Design molecule_sprite_param, sky130hd; sources not shown.
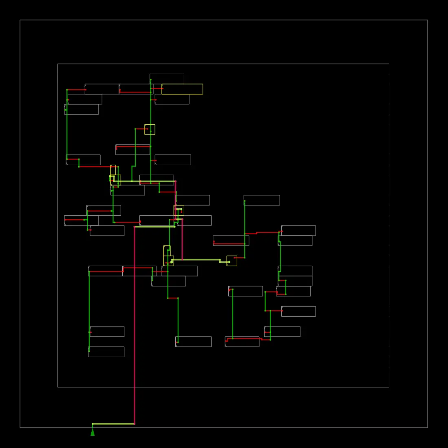
run_1/clocks.png
Clock Power: 0.000195 W
clk ins delay skew pair: 0.35 ns
seq_cells: 35
CTS Sinks: 35
CLK BUF: 5

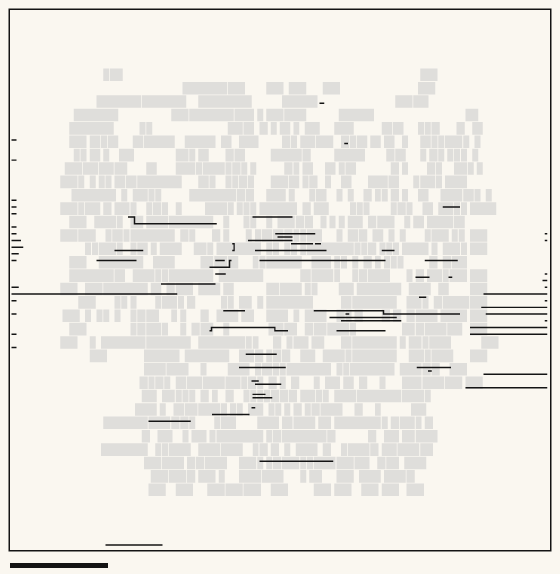
run_1/layer_met3.png
The bar under the picture is 20 um long.
nets with wire on the layer: 63
share of all routed wire: 4.4%
wire length on this layer: 452 um
detailed-route via count: 3837
met3 Use GR: 2.750%
WL final: 10350 um

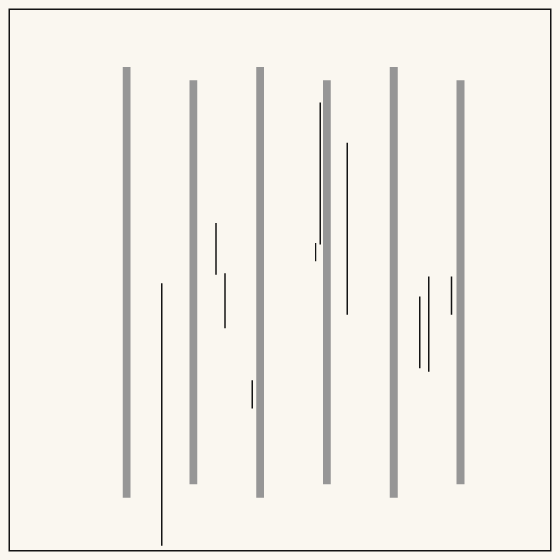
run_1/layer_met4.png
Supply wires on this layer in grey.
longest straight run: 53.0 um
wire length on this layer: 187 um
share of all routed wire: 1.8%

==> flow_summary.json, run 1 <==
{
  "status": "finished, final reports clean",
  "hold_slack_ns": 0.3545,
  "cts_hold_repair.buffers": 0,
  "h-tree-depth": 2,
  "critPathSlowestCell": "dfstp_2",
  "pg_comb_w": 0.00219,
  "place_inst": 694,
  "warning_count": 34,
  "avgSynthCellArea_um2": 7.538,
  "power_leader": "combinational logic",
  "syn_to_final_growth_pct": 19.99,
  "p_sw_share_pct": 56.33,
  "drc": 0,
  "yosys_area_mm2": 0.004025,
  "register_area_um2": 884.6,
  "setup_viol": 0,
  "r2r_cells": 34,
  "power_leakage_nw": 2.444,
  "io_pins": 62,
  "yosysCellCount": 534,
  "async_flop_share_pct": 100.0,
  "hp-class": "reg -> reg",
  "power_switching_w": 0.001590,
  "via_per_inst": 5.458,
  "rsz0062_at_grt": "false",
  "ant_nets": 0,
  "antenna_found_initial": 1,
  "max_slew_margin_pct": 50.02,
  "seq_cell_power_w": 0.000442,
  "nets": 688,
  "finalNonFillerCells": 703,
  "ys_types": 52,
  "place_congestion": 0.8913,
  "clk_pin_slew_ns": 0.12,
  "grt_first_pass_wirelength_um": 17550,
  "syn_inst": 534,
  "clock-root-buffer": "clkbuf_4",
  "drt-pass1-iter-count": 4,
  "fmax_ghz": 0.2059,
  "common_cells": "95 x nand2_1, 85 x inv_1, 57 x ha_1",
  "nFillCells": 700,
  "topCellsByArea": "ha_1 18%, dfrtp_1 17%, nand2_1 8.9%",
  "required_ns": 5.37,
  "io_buffers": 58,
  "postCtsResizedCells": 0,
  "slew_viol_final": 0,
  "chip_area_mm2": 0.01204,
  "grt_pass1_vias": 3781,
  "p_per_area_mw_per_mm2": 584.3,
  "die_w_um": 109.7,
  "wl_per_cell_um": 14.72,
  "core_area_mm2": 0.007767,
  "start_kind": "register",
  "syn_area_mm2": 0.004025,
  "hpwlAfterDp_um": 8498,
  "combPwrFrac_pct": 77.4,
  "fp_util_pct": 51.82,
  "cap_violations": 0,
  "ys.flop_type": "dfrtp_1",
  "gr-usage-all-layers_pct": 18.22,
  "arrival_ns": 4.95,
  "die_h_um": 109.7,
  "hold_violations": 0,
  "cp_common_cell": "nand2_2",
  "ctsLongestPathBuffers": 2,
  "yosysTopAreaCellShare_pct": 17.72,
  "worstPathMaxFanout": 10,
  "holdPathStages": 1,
  "cts_made_buffers": 5,
  "final_core_util_pct": 62.18,
  "grt_max_degree": 36,
  "placement_rows": 32,
  "cell_internal_pwr_w": 0.001232,
  "gr-total-overflow": 0,
  "cts_tree": "done",
  "top_cell": "nand2_1",
  "ys_warn_count": 0,
  "r2r_slack_ns": 0.42,
  "postSynthSeqShare_pct": 21.98,
  "drive_gt1_share_pct": 13.83,
  "yosysTopAreaCell": "ha_1",
  "setup_tns_ns": 0,
  "drtIter0Drc": 258,
  "synth_flops": 35,
  "slowest_delay_ns": 0.59,
  "edf_count": 0,
  "logic_area_mm2": 0.002775,
  "fin_crit_sh_pct": 91.97,
  "p_seq_share_pct": 15.7,
  "end_kind": "register",
  "cts_setup_buffers": 0,
  "ir_drop_mv": 0.2572,
  "clkPwrFrac_pct": 6.9,
  "period_needed_ns": 4.856,
  "path_class": "reg -> reg",
  "worst-slew-pin-transition_ns": 0.7486,
  "floorplan.nets": 623
}
run 1: area by class of cell:
cell class                 instances  area share (%)
multi-input combinational        402           57.46
sequential                        35           18.32
timing repair buffer              58           12.02
inverter                          93           7.383
tap                              102           2.642
clock inverter                     3          0.8031
clock buffer                       5          0.7772
buffer                             4          0.5440
antenna                            1         0.05181
run 1: critical path: cells and delay by family (launching register included):
kind | cells | cell delay, ns
AOI/OAI and AO/OA | 3 | 0.27
buffers and inverters | 6 | 0.62
and+or+nand+nor | 22 | 2.25
DFF | 1 | 0.59
xor gates and xnor gates | 1 | 0.17
adders and majority gates | 2 | 0.67
run 1: layout by cell type, fill, tap and decap left out, types with 10 or more instances in the layout:
cell type / Yosys / routed
o22ai_1: 10 / 10
nand2_2: 22 / 22
nor2_1: 27 / 27
xor2_1: 17 / 17
clkdlybuf4s50_1: 0 / 58
a21oi_1: 26 / 26
inv_1: 85 / 84
nand4_1: 13 / 13
ha_1: 57 / 52
nand2_1: 95 / 95
o21ai_0: 20 / 20
nand3_1: 37 / 37
dfrtp_1: 28 / 28
run 1: per-layer routing:
metal	vias up	global-route usage [%]	wire [um]
met3	21	2.750	452
met2	107	29.94	4973
met1	1795	22.68	4737
met5	-	-	0
li1	1914	-	-
met4	0	5.297	187
run 1: cells by family after synthesis:
kind of cell / share of synthesized area [%]
DFF: 21.98
xor gates and xnor gates: 5.440
AOI/OAI and AO/OA: 13.74
adders and majority gates: 18.71
buffers and inverters: 9.512
other: 0.09317
and+or+nand+nor: 30.53
run 1: through the flow:
step,worst slack [ns],instance area [um2],power [W]
after floorplan,1.023,4025,0.002078
after global placement,0.5061,4733,0.002522
after detailed placement,0.4234,4733,0.002597
after CTS,0.3756,4810,0.002804
after global routing,0.01435,4830,0.003112
final,0.4239,4830,0.002822
==> run 2: changes to the inputs <==
GPL_ROUTABILITY_DRIVEN = 0   (was default)
PLACE_DENSITY = 0.75   (was 0.84)
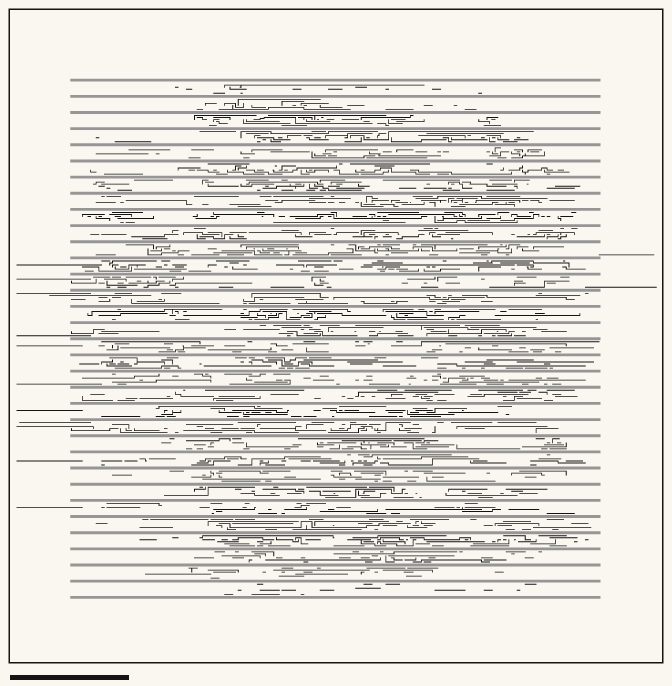
run_2/layer_met1.png
The bar under the picture is 20 um long. Supply wires on this layer in grey.
longest straight run: 33.6 um
share of all routed wire: 46%
nets with wire on the layer: 634
GR met1 Demand/Resource: 22.54%
WL final: 10380 um
detailed-route via count: 3807

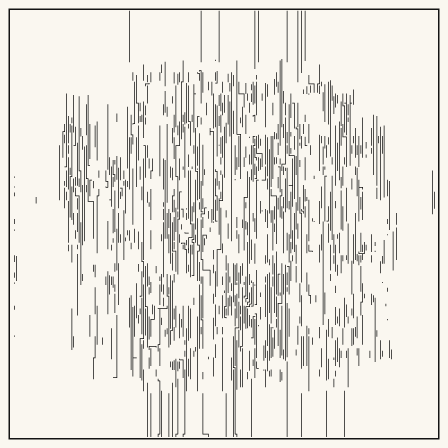
run_2/layer_met2.png
nets with wire on the layer: 572
main direction: vertical
wire length on this layer: 4910 um
met2 usage: 29.90%

==> run 2 against run 1 <==
Critical path depth stayed put. Utilization is 0.64 points higher. First-iteration DRC count is 30% lower. Area after synthesis stayed put. Register-to-register slack worse by 0.05 ns. Setup slack worse by 0.049 ns. Sequential power hardly changed. Total power is 1.1% higher. Maximum frequency is 1.0% lower. Largest cell class unchanged.
==> flow_summary.json, run 2 <==
{
  "status": "finished, final reports clean",
  "path_class": "reg -> reg",
  "syn_to_final_growth_pct": 21.23,
  "antenna_found_initial": 0,
  "floorplan.nets": 623,
  "clk_pin_slew_ns": 0.11,
  "yosysCellCount": 534,
  "worst-slew-pin-transition_ns": 0.7727,
  "avgSynthCellArea_um2": 7.538,
  "critPathSlowestCell": "dfstp_2",
  "setup_viol": 0,
  "yosys_area_mm2": 0.004025,
  "routed-wl-met3_um": 644,
  "p_total_w": 0.002853,
  "hold_slack_ns": 0.3649,
  "cts_made_buffers": 5,
  "hp-class": "reg -> reg",
  "core_area_mm2": 0.007767,
  "power_leakage_nw": 2.459,
  "mostFrequentLayoutCells": "95 x nand2_1, 83 x inv_1, 58 x clkdlybuf4s50_1",
  "grt_pass1_vias": 3761,
  "fp_util_pct": 51.82,
  "grt_first_pass_wirelength_um": 17480,
  "fmax_ghz": 0.2039,
  "top_cell": "nand2_1",
  "top_layer": "met4",
  "fin_crit_sh_pct": 92.91,
  "worstPathMaxFanout": 10,
  "warning_count": 34,
  "grt_max_degree": 36,
  "common_cells": "95 x nand2_1, 85 x inv_1, 57 x ha_1",
  "placement_rows": 32,
  "cts_tree": "done",
  "edf_count": 0,
  "io_buffers": 58,
  "via_per_inst": 5.400,
  "p_per_area_mw_per_mm2": 584.7,
  "ys.flop_type": "dfrtp_1",
  "hpwlAfterDp_um": 8280,
  "pre_cts_ws_ns": 0.4167,
  "final_area_mm2": 0.004880,
  "topCellsByArea": "ha_1 18%, dfrtp_1 17%, nand2_1 8.9%",
  "clock-root-buffer": "clkbuf_4",
  "wl_per_cell_um": 14.72,
  "end_kind": "register",
  "syn_area_mm2": 0.004025,
  "gr-total-overflow": 0,
  "gr-usage-all-layers_pct": 18.09,
  "cp_common_cell": "nand2_1",
  "synth_flops": 35,
  "holdPathStages": 1,
  "required_ns": 5.38,
  "hold_violations": 0,
  "clkLatencyLatePin_ns": 0.36,
  "wl_met2_um": 4906,
  "ant_nets": 0,
  "drive_gt1_share_pct": 14.59,
  "ctsLongestPathBuffers": 2,
  "start_kind": "register",
  "place_area_mm2": 0.004733,
  "syn_inst": 534,
  "cap_violations": 0,
  "fin_ws_ns": 0.3746,
  "drtIter0Drc": 180,
  "ys_types": 52,
  "period_needed_ns": 4.905,
  "ys_warn_count": 0,
  "setup_tns_ns": 0,
  "nets": 691,
  "async_flop_share_pct": 100.0,
  "antennaDiodeCount": 0,
  "r2r_cells": 34,
  "die_h_um": 109.7,
  "h-tree-depth": 2,
  "max_slew_margin_pct": 48.41,
  "slowest_delay_ns": 0.62,
  "layout_top_cell": "nand2_1",
  "wl_met1_um": 4745,
  "yosysTopAreaCell": "ha_1",
  "r2r_slack_ns": 0.37,
  "place_inst": 694,
  "cts.sinks": 35,
  "postSynthSeqShare_pct": 21.98,
  "drt-pass1-iter-count": 5,
  "arrival_ns": 5.01,
  "yosysTopAreaCellShare_pct": 17.72,
  "io_pins": 62,
  "ir_drop_mv": 0.3124,
  "chip_area_mm2": 0.01204,
  "final_core_util_pct": 62.82,
  "die_w_um": 109.7,
  "finalNonFillerCells": 705,
  "drc": 0,
  "slew_viol_final": 0
}
==> run 2: cell counts after synthesis <==
Identical to the previous run, type by type.
==> run 2: logic make-up after synthesis <==
logic type	Yosys count	synth area share [%]
simple gates	229	30.53
buf+inv	97	9.512
compound gates	88	13.74
fa+ha+maj	59	18.71
flops	35	21.98
xor+xnor	25	5.440
other cells	1	0.09317
==> run 2: critical path, delay by kind of cell, from the launching register on <==
family | cells | cell delay [ns]
simple gates | 19 | 1.88
buf+inv | 8 | 0.92
flops | 1 | 0.62
compound gates | 4 | 0.52
fa+ha+maj | 2 | 0.51
xor+xnor | 1 | 0.20
==> run 2: metal layers <==
layer	up-vias	GRT usage [%]
li1	1921	-
met1	1782	22.54
met2	95	29.90
met3	9	3.745
met4	0	3.160
met5	-	-
==> run 2: report_power, final <==
group	total [W]	internal, W	switching (W)
Clock	0.000202	0.0000996	0.000102
Sequential	0.000443	0.000342	0.000101
Combinational	0.00221	0.000815	0.00139
Total	0.00285	0.00126	0.00160
==> run 2: layout make-up <==
| type | instances | area (um2) |
|---|---|---|
| sequential | 35 | 884.6 |
| multi-input combinational | 402 | 2796 |
| clock buffer | 5 | 37.54 |
| clock inverter | 3 | 43.79 |
| inverter | 93 | 360.3 |
| tap | 102 | 127.6 |
| timing repair buffer | 61 | 603.1 |
| fill | 715 | 2888 |
| buffer | 4 | 26.28 |
==> run 2: timing repair <==
item | CTS | global route
resized | 0 | 9
hold endpoints to repair | 0 | 0
hold buffers | 0 | 0
setup buffers | 0 | 3
setup endpoints to repair | 0 | 8
Power figures rest on the tool's default switching activity, not on a simulated workload.
